`config.mk`:
```
export PLATFORM = sky130hd
export DESIGN_NAME = instr_fetch
export DESIGN_NICKNAME = d
export VERILOG_FILES = /design/src/rtl/fetch_pkg.sv /design/src/rtl/fetch_fifo.sv /design/src/rtl/instr_fetch.sv
export SDC_FILE = /design/constraint.sdc
export NUM_CORES = 1
export LEC_CHECK = 0
export CORE_ASPECT_RATIO = 1.75
export CORE_MARGIN = 8
export CORE_UTILIZATION = 45
export CTS_BUF_LIST = sky130_fd_sc_hd__clkbuf_16
export DETAILED_ROUTE_END_ITERATION = 6
export PLACE_DENSITY = 0.77
export SLEW_MARGIN = 20
export SYNTH_ARGS = -nofsm -noshare
export SYNTH_HDL_FRONTEND = slang
export SYNTH_SLANG_ARGS = --single-unit
```
`constraint.sdc`:
```
create_clock -name clk -period 8.9 [get_ports clk]
set_clock_uncertainty 0.15 [all_clocks]
set_input_delay 0.89 -clock clk [delete_from_list [all_inputs] [get_ports clk]]
set_output_delay 0.89 -clock clk [all_outputs]
set_load 0.05 [all_outputs]
```
`src/rtl/fetch_pkg.sv`:
```
// Shared types and defaults for the instruction fetch front end.
// Holds the fetch FSM states and the buffered instruction entry.
package fetch_pkg;

    localparam int ADDR_W_DEF  = 16;
    localparam int INSTR_W_DEF = 16;
    localparam int PC_STEP_DEF = 2;

    typedef enum logic [1:0] {
        IDLE    = 2'd0,
        WAIT    = 2'd1,
        DISCARD = 2'd2
    } fetch_state_t;

    typedef struct packed {
        logic [INSTR_W_DEF-1:0] instr;
        logic [ADDR_W_DEF-1:0]  pc;
    } fetch_entry_t;

endpackage

```
`src/rtl/fetch_fifo.sv`:
```
// Two-entry FIFO between fetch and decode.
// Flush wins over push and pop in the same cycle.
module fetch_fifo
    import fetch_pkg::*;
#(
    parameter type entry_t = fetch_entry_t
) (
    input  logic       clk,
    input  logic       rst,
    input  logic       push,
    input  entry_t     push_data,
    input  logic       pop,
    input  logic       flush,
    output logic [1:0] count,
    output logic       head_valid,
    output entry_t     head_data
);

    entry_t     mem_q [2];
    entry_t     mem_d [2];
    logic       rd_ptr_q, rd_ptr_d;
    logic       wr_ptr_q, wr_ptr_d;
    logic [1:0] count_q, count_d;
    logic       do_push;
    logic       do_pop;

    // Next pointers, count and storage; pops on empty are ignored.
    always_comb begin
        mem_d    = mem_q;
        rd_ptr_d = rd_ptr_q;
        wr_ptr_d = wr_ptr_q;
        count_d  = count_q;
        do_push  = push && (count_q != 2'd2);
        do_pop   = pop && (count_q != 2'd0);
        if (flush) begin
            rd_ptr_d = 1'b0;
            wr_ptr_d = 1'b0;
            count_d  = 2'd0;
        end else begin
            if (do_push) begin
                mem_d[wr_ptr_q] = push_data;
                wr_ptr_d        = ~wr_ptr_q;
            end
            if (do_pop) begin
                rd_ptr_d = ~rd_ptr_q;
            end
            count_d = count_q + {1'b0, do_push} - {1'b0, do_pop};
        end
    end

    // Control state with synchronous reset.
    always_ff @(posedge clk) begin
        if (!rst) begin
            rd_ptr_q <= 1'b0;
            wr_ptr_q <= 1'b0;
            count_q  <= 2'd0;
        end else begin
            rd_ptr_q <= rd_ptr_d;
            wr_ptr_q <= wr_ptr_d;
            count_q  <= count_d;
        end
    end

    // Entry storage; contents are only meaningful while counted.
    always_ff @(posedge clk) begin
        mem_q <= mem_d;
    end

    assign count      = count_q;
    assign head_valid = (count_q != 2'd0);
    assign head_data  = mem_q[rd_ptr_q];

endmodule

```
`src/rtl/instr_fetch.sv`:
```
// Fetch front end: issues one outstanding memory read at a time,
// buffers returned words for decode and steers the PC register.
module instr_fetch
    import fetch_pkg::*;
#(
    parameter int ADDR_W  = ADDR_W_DEF,
    parameter int INSTR_W = INSTR_W_DEF,
    parameter int PC_STEP = PC_STEP_DEF
) (
    input  logic               clk,
    input  logic               rst,
    input  logic [ADDR_W-1:0]  pc_in,
    output logic               pc_hold,
    output logic [ADDR_W-1:0]  pc_next,
    input  logic               redirect_valid,
    input  logic [ADDR_W-1:0]  redirect_addr,
    output logic               mem_req,
    output logic [ADDR_W-1:0]  mem_addr,
    input  logic               mem_ack,
    input  logic [INSTR_W-1:0] mem_rdata,
    output logic               instr_valid,
    output logic [INSTR_W-1:0] instr,
    output logic [ADDR_W-1:0]  instr_pc,
    input  logic               instr_ready
);

    typedef struct packed {
        logic [INSTR_W-1:0] instr;
        logic [ADDR_W-1:0]  pc;
    } entry_t;

    fetch_state_t      state_q, state_d;
    logic [ADDR_W-1:0] req_addr_q, req_addr_d;
    logic              can_issue;
    logic              push;
    logic              advance;
    logic [ADDR_W-1:0] push_pc;
    logic [1:0]        count;
    entry_t            push_data;
    entry_t            head_data;

    // Request FSM: issue, wait for ack, or drain a flushed request.
    always_comb begin
        state_d    = state_q;
        req_addr_d = req_addr_q;
        mem_req    = 1'b0;
        mem_addr   = req_addr_q;
        push       = 1'b0;
        advance    = 1'b0;
        push_pc    = req_addr_q;
        can_issue  = (count != 2'd2) && !redirect_valid;
        unique case (state_q)
            IDLE: begin
                if (can_issue) begin
                    mem_req    = 1'b1;
                    mem_addr   = pc_in;
                    req_addr_d = pc_in;
                    if (mem_ack) begin
                        push    = 1'b1;
                        advance = 1'b1;
                        push_pc = pc_in;
                    end else begin
                        state_d = WAIT;
                    end
                end
            end
            WAIT: begin
                mem_req = 1'b1;
                if (mem_ack && !redirect_valid) begin
                    push    = 1'b1;
                    advance = 1'b1;
                    state_d = IDLE;
                end else if (mem_ack) begin
                    state_d = IDLE;
                end else if (redirect_valid) begin
                    state_d = DISCARD;
                end
            end
            DISCARD: begin
                mem_req = 1'b1;
                if (mem_ack) begin
                    state_d = IDLE;
                end
            end
            default: begin
                state_d = IDLE;
            end
        endcase
        if (!rst) begin
            mem_req    = 1'b0;
            push       = 1'b0;
            advance    = 1'b0;
            state_d    = IDLE;
            req_addr_d = '0;
        end
    end

    // FSM state and outstanding request address.
    always_ff @(posedge clk) begin
        if (!rst) begin
            state_q    <= IDLE;
            req_addr_q <= '0;
        end else begin
            state_q    <= state_d;
            req_addr_q <= req_addr_d;
        end
    end

    assign push_data = '{instr: mem_rdata, pc: push_pc};

    fetch_fifo #(
        .entry_t (entry_t)
    ) u_fifo (
        .clk        (clk),
        .rst        (rst),
        .push       (push),
        .push_data  (push_data),
        .pop        (instr_ready),
        .flush      (redirect_valid),
        .count      (count),
        .head_valid (instr_valid),
        .head_data  (head_data)
    );

    assign instr    = head_data.instr;
    assign instr_pc = head_data.pc;

    assign pc_hold = !rst || !(advance || redirect_valid);
    assign pc_next = redirect_valid ? redirect_addr
                                    : pc_in + ADDR_W'(PC_STEP);

endmodule

```
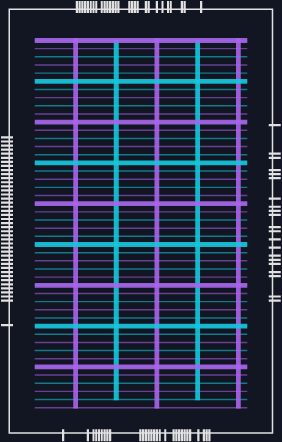
Figure 1: run 1, supply network.
Scale: 3 px per um. Pins as bars on the die edge.
color	net
purple	VSS
cyan	VDD
met1 rails	46
met5 straps	9
signal pins	120
rows	45
Peak VDD IR: 0.1552 mV
Die Wd: 87.27 um
Core ar.: 0.008671 mm2

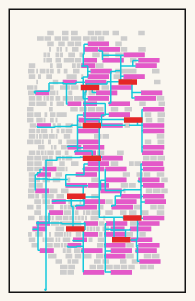
Figure 2: run 1, clock distribution.
Scale: 2 px per um.
[red] clock drivers | count: 9
[magenta] flip-flops | count: 86
[cyan] clock wires | length: 936 um
routed clock nets	10

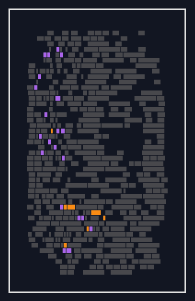
Figure 3: run 1, logic cells by family.
Scale: 2 px per um.
color	family	cells
orange	NOR gates	7
purple	inverting AOI/OAI gates	21
Non-Filler Instances: 533
Commonest Layout Cell: clkdlybuf4s50_1
Comb/total area: 27.36%

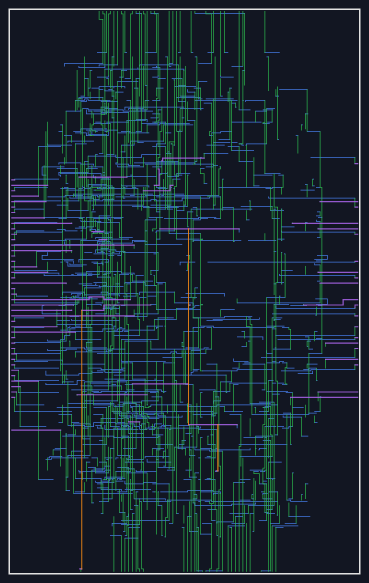
Figure 4: run 1, wiring by layer.
Scale: 4 px per um.
color	layer	wire length
blue	metal 1	3,550 um
purple	metal 3	529 um
green	metal 2	5,000 um
orange	metal 4	125 um
GRT Total Usage: 15.09%
via count: 2,669
Detailed Route WL: 9208 um
drt wl/cell: 17.28 um

==> out/results.tsv, run 1 <==
metric	value	unit
status	finished clean	
ratio of cells with drive above 1 in the final layout	20.91	%
fin. max-slew vios	0	
CTS sink cnt	86	
post-CTS setup buffer count	0	
post-CTS sizing	0	
Setup Crit Path Kind	input port to primary output	
# rows	45	
CTS Root Cell	clkbuf_16	
first-pass GRT wire length	14210	um
drt pass-1 iters	4	
Cell Area, Synth	0.004000	mm2
number of synthesized flops with an enable pin	64	
Max Clk Rate	213.6	MHz
and+or+nand+nor area frac	9.415	%
dominant register cell	edfxtp_1	
Yosys warning count	0	
YS chip area	0.004000	mm2
number of fill cells	690	
Worst-path clk slew	0.06	ns
unrepaired setup endpoints after global routing	no	
synthesized instance count	292	
largest net degree at the start of global routing	35	
Inserted Clock Buffers	9	
yosys xor share	3.065	%
Detail Route Antenna Nets	0	
maxcap violations	0	
H-tree levels	3	
Init Core Util	46.13	%
area of placed instances	0.005289	mm2
P_leak	2.031	nW
initial antenna violation count	0	
Top Layer Used	met4	
post-layout period usage	52.59	%
Die ar.	0.01228	mm2
Placer Congestion	0.8057	
Pwr Density	222.5	mW/mm2
Seq/Total Area, Yosys	59.06	%
## run 1: worst max-delay path, cell delays in order
cell and delay, ns:
clkdlybuf4s50_1 0.45, buf_4 0.28, or3_1 0.79, a21boi_0 0.19, o21ai_0 0.18, clkdlybuf4s50_1 0.84
## run 1: layer usage
layer	GRT usage [%]	vias to the layer above
met1	15.06	1274
met3	4.133	8
met2	27.61	88
met5	0	-
met4	6.934	0
li1	-	1299
## run 1: through the flow
step / power (mW) / hold WS, ns
2_1_floorplan: 0.7489 / 0.2863
3_3_place_gp: 0.8639 / 0.2940
3_5_place_dp: 0.8684 / 0.3222
4_1_cts: 1.260 / 0.3312
5_1_grt: 1.294 / 0.3480
6_report: 1.247 / 0.3292
## run 1: placed cells by master (no fill, tap or decap), types with 3 or more instances in the layout
master,n
a21oi_1,3
xor2_1,11
o21ai_0,15
edfxtp_1,64
nand3_1,7
nand4_1,4
clkdlybuf4s50_1,119
and2_1,17
inv_1,9
mux2_2,57
or3_1,3
clkbuf_16,9
dfxtp_1,22
nand2_1,23
ha_1,7
buf_4,3
xnor2_1,3
nor2_1,3
mux2_4,9
## run 1: synth_stat cells (4+ instances only)
library cell  count
nand4_1           4
nand2_1          23
and2_1           17
inv_1             9
o21ai_0          15
clkbuf_1         10
nor2_1            4
xor2_1           11
mux2_4            9
dfxtp_1          22
edfxtp_1         64
mux2_2           57
nand3_1           7
ha_1              7
## run 1: sequential cells by signal, summed over array words and instances (netlist names)
register,flops
u_fifo.mem_q,64
req_addr_q,16
state_q,2
u_fifo.count,2
u_fifo.rd_ptr_q,1
u_fifo.wr_ptr_q,1
## run 1: area by class of cell
class	instances	area (um2)	area share, %
Clock buffer	9	225.2	4.020
Clock inverter	7	88.84	1.586
Inverter	9	33.78	0.6029
Multi-Input combinational cell	183	1533	27.36
Sequential cell	86	2362	42.16
Tap cell	117	146.4	2.613
Timing Repair Buffer	122	1214	21.66
## run 1: power by group
| group | leakage (nW) | total, mW | switching, mW | internal [mW] |
|---|---|---|---|---|
| combinational | 1.11 | 0.384 | 0.230 | 0.155 |
| sequential | 0.766 | 0.476 | 0.0113 | 0.465 |
| clock | 0.150 | 0.386 | 0.143 | 0.244 |
## run 1: worst paths after layout
| kind | from | to | depth (start not counted) | slack, ns |
|---|---|---|---|---|
| setup / recovery | redirect_valid | pc_hold | 6 | 4.22 |
| hold / removal | u_fifo.wr_ptr_q | u_fifo.wr_ptr_q | 2 | 0.33 |
| setup reg to reg | state_q[1] | u_fifo.mem_q[16] | 5 | 6.33 |
| hold reg to reg | u_fifo.wr_ptr_q | u_fifo.wr_ptr_q | 2 | 0.33 |
## run 1: cell families after synthesis
group / count (synthesis)
compound gates: 24
xor+xnor: 14
fa+ha+maj: 7
buf+inv: 23
flops: 86
mux: 68
simple gates: 70
==> run 2: changes to the inputs <==
Clock period 8.9 ns to 4.5 ns, I/O delays scaled along.
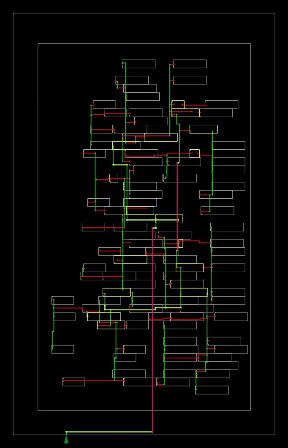
Figure 5: run 2, clock wiring as the flow saved it.
FF+latch count: 86
Inserted Clock Buffers: 9
CTS sink cnt: 86
clk pwr: 0.834 mW

==> run 2 against run 1 <==
Effect of this change: utilization grew 0.35 points; synthesized area is the same; largest cell class unchanged; critical path depth is the same; clock power grew 120%; critical path type is now flip-flop to primary output; sequential share of layout area shrank 0.22 points; worst setup slack lost 3.3 ns; highest routed layer unchanged.
==> out/results.tsv, run 2 <==
metric	value	unit	change
r2r setup slk	1.87	ns	-4.46 ns
largest registers in the final layout	u_fifo.mem_q: 64 flops, req_addr_q: 16 flops		
post-CTS sizing	0		unchanged
Worst-path clk slew	0.06	ns	about the same
drt wl/cell	17.05	um	-1.3%
unrepaired setup endpoints after global routing	no		
fin. max-slew vios	0		unchanged
crit-path max cell delay	0.72	ns	-0.12 ns
first-pass GRT wire length	14010	um	-1.4%
P_leak	2.065	nW	+1.7%
number of fill cells	686		-0.58%
Die ar.	0.01228	mm2	unchanged
Core ar.	0.008671	mm2	unchanged
Init Core Util	46.13	%	unchanged
CP most frequent cell	inv_1		
Peak VDD IR	0.2813	mV	+81%
Pwr Density	449.7	mW/mm2	+100%
CP startpoint	state_q[0]		
post-layout period usage	79.86	%	
and+or+nand+nor area frac	9.415	%	unchanged
post-CTS setup buffer count	0		unchanged
initial antenna violation count	0		unchanged
status	finished clean		
Top Layout Cells	clkdlybuf4s50_1, edfxtp_1, mux2_2		
yosys xor share	3.065	%	unchanged
# rows	45		unchanged
hold_sp	u_fifo.wr_ptr_q		
Critical-path top delay cell	or3_1		
area of placed instances	0.005286	mm2	about the same
number of synthesized flops with an enable pin	64		unchanged
synthesized instance count	292		unchanged
maxcap violations	0		unchanged
largest net degree at the start of global routing	34		-2.9%
Synth top cell by count	edfxtp_1		
CTS Root Cell	clkbuf_16		
CP cell instances	inv_1 > ha_1 > inv_1 > or3_1 > mux2_2 > clkdlybuf4s50_1		
Yosys warning count	0		unchanged
Setup Crit Path Kind	flip-flop to primary output		
Seq/Total Area, Yosys	59.06	%	unchanged
H-tree levels	3		unchanged
Detail Route Antenna Nets	0		unchanged
ratio of cells with drive above 1 in the final layout	23.21	%	+2.3 points
Cell Area, Synth	0.004000	mm2	unchanged
flip-flop count of the largest register after layout	64		unchanged
Detailed Route WL	9123	um	-0.92%
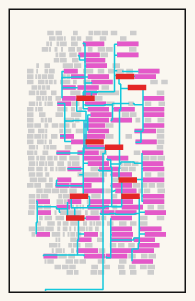
Figure 6: run 2, clock distribution.
Scale: 2 px per um.
[magenta] flip-flops | count: 86
[red] clock drivers | count: 9
[cyan] clock wires | length: 917 um
routed clock nets	10
Clk Latency, worst-skew pair: 0.33 ns
clock power share: 32.9%

## run 2: cell count changes in the layout (fill, tap and decap cells not counted)
cell / delta
clkinv_1: -1
clkinv_2: -1
bufinv_16: +1
buf_4: +9
inv_8: +1
clkdlybuf4s50_1: -7
## run 2: cells by family (layout without fill, tap and decap cells)
group | Yosys count | after routing
DFF | 86 | 86
and+or+nand+nor | 70 | 70
buffers and inverters | 23 | 149
adders and majority gates | 7 | 7
xor gates and xnor gates | 14 | 14
AOI/OAI and AO/OA | 24 | 24
muxes | 68 | 68
## run 2: layer usage
layer / up-vias / GRT usage [%] / routed length, um
met5: - / 0 / 0
met4: 0 / 6.569 / 165
met3: 9 / 4.715 / 522
met1: 1285 / 15.14 / 3509
li1: 1305 / - / -
met2: 82 / 26.61 / 4926
## run 2: worst max-delay path: cells and delay by family, from the launching register on
| kind | cells | cell delay, ns |
|---|---|---|
| DFF | 1 | 0.39 |
| buffers and inverters | 3 | 0.92 |
| muxes | 1 | 0.42 |
| adders and majority gates | 1 | 0.20 |
| and+or+nand+nor | 1 | 0.72 |
## run 2: report_power, final
| group | switching [mW] | internal, mW | leakage, nW |
|---|---|---|---|
| sequential | 0.0217 | 0.918 | 0.766 |
| combinational | 0.458 | 0.301 | 1.13 |
| clock | 0.289 | 0.545 | 0.165 |
| total | 0.769 | 1.76 | 2.06 |
## run 2: final timing paths
path / endpoint / cells past startpoint
hold / removal: u_fifo.wr_ptr_q / 2
setup reg to reg: u_fifo.mem_q[38] / 7
hold reg to reg: u_fifo.wr_ptr_q / 2
setup / recovery: mem_addr[5] / 6
## run 2: per-stage QoR
| stage | hold slack [ns] | cells | power, mW |
|---|---|---|---|
| after floorplan | 0.2863 | 292 | 1.481 |
| after global placement | 0.2939 | 519 | 1.707 |
| after detailed placement | 0.2998 | 519 | 1.716 |
| after CTS | 0.3085 | 535 | 2.555 |
| after global routing | 0.3577 | 535 | 2.622 |
| final | 0.3047 | 535 | 2.533 |
## run 2: final cells by class
cell class	instances	area (um2)	share of cell area [%]
Inverter	9	33.78	0.5997
Clock inverter	7	121.4	2.155
Clock buffer	9	225.2	3.998
Sequential cell	86	2362	41.94
Tap cell	117	146.4	2.599
Timing Repair Buffer	124	1211	21.50
Multi-Input combinational cell	183	1533	27.21
==> run 3: changes to the inputs <==
Settings changed: CORE_UTILIZATION 45 to 43.
Clock period 4.5 ns to 3.2 ns, I/O delays scaled along.
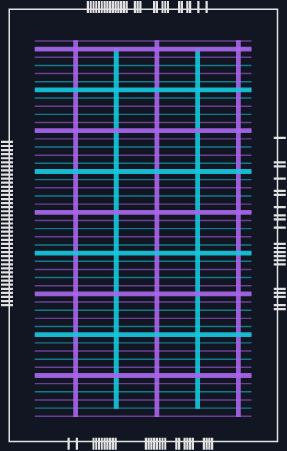
Figure 7: run 3, supply network.
Scale: 3 px per um. Pins as bars on the die edge.
color	net
cyan	VDD
purple	VSS
rows	46
signal pins	120
met4 straps	5
met1 rails	47

==> run 3 against run 2 <==
Effect of this change: routed wire length increased by 0.77%; sequential cell count unchanged; synthesized area is the same; combinational power grew 55%; via count increased by 1.6%; critical path depth grew 1; worst setup slack worse by 0.52 ns; largest power group unchanged.
==> out/results.tsv, run 3 <==
metric	value	unit	change
status	finished clean		
via count	2725		
drt drc	0		
P_leak	2.198	nW	+6.4%
DP Cell Count	526		+1.3%
post-detail-place hpwl	7286	um	
Synth top cell by count	edfxtp_1		
maxcap violations	0		unchanged
Startpoint Class	flip-flop		
P_int	2.411	mW	+37%
Reg power frac	37.3	%	+0.2 points
synth unique cells	36		
Die ar.	0.01277	mm2	+4.0%
ys flops	86		
final hold vios	0		
Non-Filler Instances	542		+1.3%
largest net degree at the start of global routing	32		-5.9%
fin. max-slew vios	0		unchanged
first-pass GRT wire length	14430	um	+3.0%
Seq/Total Area, Yosys	59.06	%	unchanged
Worst Hold Class	flip-flop to flip-flop		
number of fill cells	708		+3.2%
Top cell area share	48.05	%	
# rows	46		+2.2%
Gate power share	33.2	%	+3.2 points
Init Core Util	44.27	%	-1.9 points
Final setup violation count	0		
Synth area leader	edfxtp_1		
total power	3.542	mW	+40%
number of synthesized flops with an enable pin	64		unchanged
Core ar.	0.009036	mm2	+4.2%
Final Critical Period	2.809	ns	
Async SR Flop Fraction	0	%	
Vias per Instance	5.028		
Cell Area, Synth	0.004000	mm2	unchanged
Setup WS pre-CTS	0.4322	ns	
Inserted Clock Buffers	9		unchanged
Die Wd	88.91	um	
CTS Root Cell	clkbuf_16		
ratio of cells with drive above 1 in the final layout	38.39	%	+15 points
ys cells	292		
flip-flop count of the largest register after layout	64		unchanged
area of placed instances	0.005398	mm2	+2.1%
R2R depth	7		unchanged
final net count	477		
drt pass-1 iters	4		
post-layout period usage	87.77	%	
Area growth syn-to-layout	42.66	%	
initial DRC count	70		
Worst Hold Path Cells	2		unchanged
antenna cells	0		
clock power share	29.5	%	-3.4 points
crit path capture type	primary output		
tally of OpenROAD warnings	30		
Crit path required time	2.73	ns	
synthesized instance count	292		unchanged
CTS sink cnt	86		unchanged
Worst-path clk slew	0.06	ns	about the same
Setup TNS Final	0	ns	
switching pwr	1.131	mW	+47%
Yosys warning count	0		unchanged
largest registers in the final layout	u_fifo.mem_q: 64 flops, req_addr_q: 16 flops		
unrepaired setup endpoints after global routing	no		
Clk Latency, worst-skew pair	0.33	ns	about the same
Detail Route Antenna Nets	0		unchanged
switching part of the total	31.94	%	+1.6 points
initial antenna violation count	0		unchanged
H-tree levels	3		unchanged
drt wl/cell	16.96	um	-0.53%
Max Clk Rate	356.1	MHz	
top cells by area	edfxtp_1, mux2_2, dfxtp_1		
Detailed Route WL	9193	um	+0.77%
global route overflow	0		
Peak VDD IR	0.3455	mV	+23%
Pwr Density	620.7	mW/mm2	+38%
Top Layout Cells	edfxtp_1, mux2_2, buf_4		
Hold-fix buffers, CTS	0		
Setup Crit Path Kind	flip-flop to primary output		
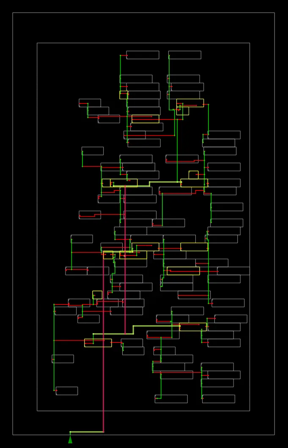
Figure 8: run 3, clock wiring as the flow saved it.
clock buf count: 9
clk pwr: 1.05 mW

## run 3: final cells by class
class / instances / area (um2) / share of cell area [%]
Clock buffer: 9 / 225.2 / 3.947
Clock inverter: 7 / 82.58 / 1.447
Inverter: 9 / 33.78 / 0.5920
Multi-Input combinational cell: 183 / 1534 / 26.88
Sequential cell: 86 / 2362 / 41.39
Tap cell: 120 / 150.1 / 2.631
Timing Repair Buffer: 128 / 1319 / 23.11
## run 3: power by group through the flow
stage          Sequential, mW  Clock [mW]  Combinational (mW)
3_5_place_dp             1.34           0                1.18
4_1_cts                  1.32        1.07                1.19
6_report                 1.32        1.05                1.18
2_1_floorplan            1.34           0               0.747
3_3_place_gp             1.34           0                1.16
5_1_grt                  1.33        1.11                1.24
## run 3: cells by family (layout without fill, tap and decap cells)
logic type	Yosys count	after routing	share of synthesized area, %
fa+ha+maj	7	7	2.189
flops	86	86	59.06
buf+inv	23	153	2.815
simple gates	70	70	9.415
xor+xnor	14	14	3.065
compound gates	24	24	3.535
mux	68	68	19.93
## run 3: final timing paths
path,startpoint,end,slack (ns)
min reg2reg,u_fifo.wr_ptr_q,u_fifo.wr_ptr_q,0.33
min,u_fifo.wr_ptr_q,u_fifo.wr_ptr_q,0.33
max reg2reg,state_q[1],u_fifo.mem_q[58],0.75
max,state_q[0],pc_hold,0.39
## run 3: metrics by stage
stage          hold slack, ns  utilization [%]
2_1_floorplan          0.2689                -
3_3_place_gp           0.2945            59.73
3_5_place_dp           0.3195            59.73
4_1_cts                0.3313            63.14
5_1_grt                0.3730            63.15
6_report               0.3256            63.15
## run 3: metal layers
layer	vias to the layer above	GRT usage [%]	routed length [um]
li1	1312	-	-
met1	1316	14.28	3175
met2	84	27.28	5126
met3	13	5.149	630
met4	0	7.803	261
met5	-	0	0
## run 3: what timing repair did
action | in CTS | in global routing
resized | 0 | 1
hold endpoints to repair | 0 | 0
buffers inserted | 0 | 0
setup endpoints to repair | 0 | 1
## run 3: critical path, cell delays in order (launching register included)
cell      delay [ns]
dfxtp_1         0.35
inv_1           0.12
ha_1            0.16
inv_1           0.08
or3_2           0.71
a21boi_0        0.24
o21ai_0         0.15
buf_12          0.19
Power is estimated from default activity; no workload was simulated.
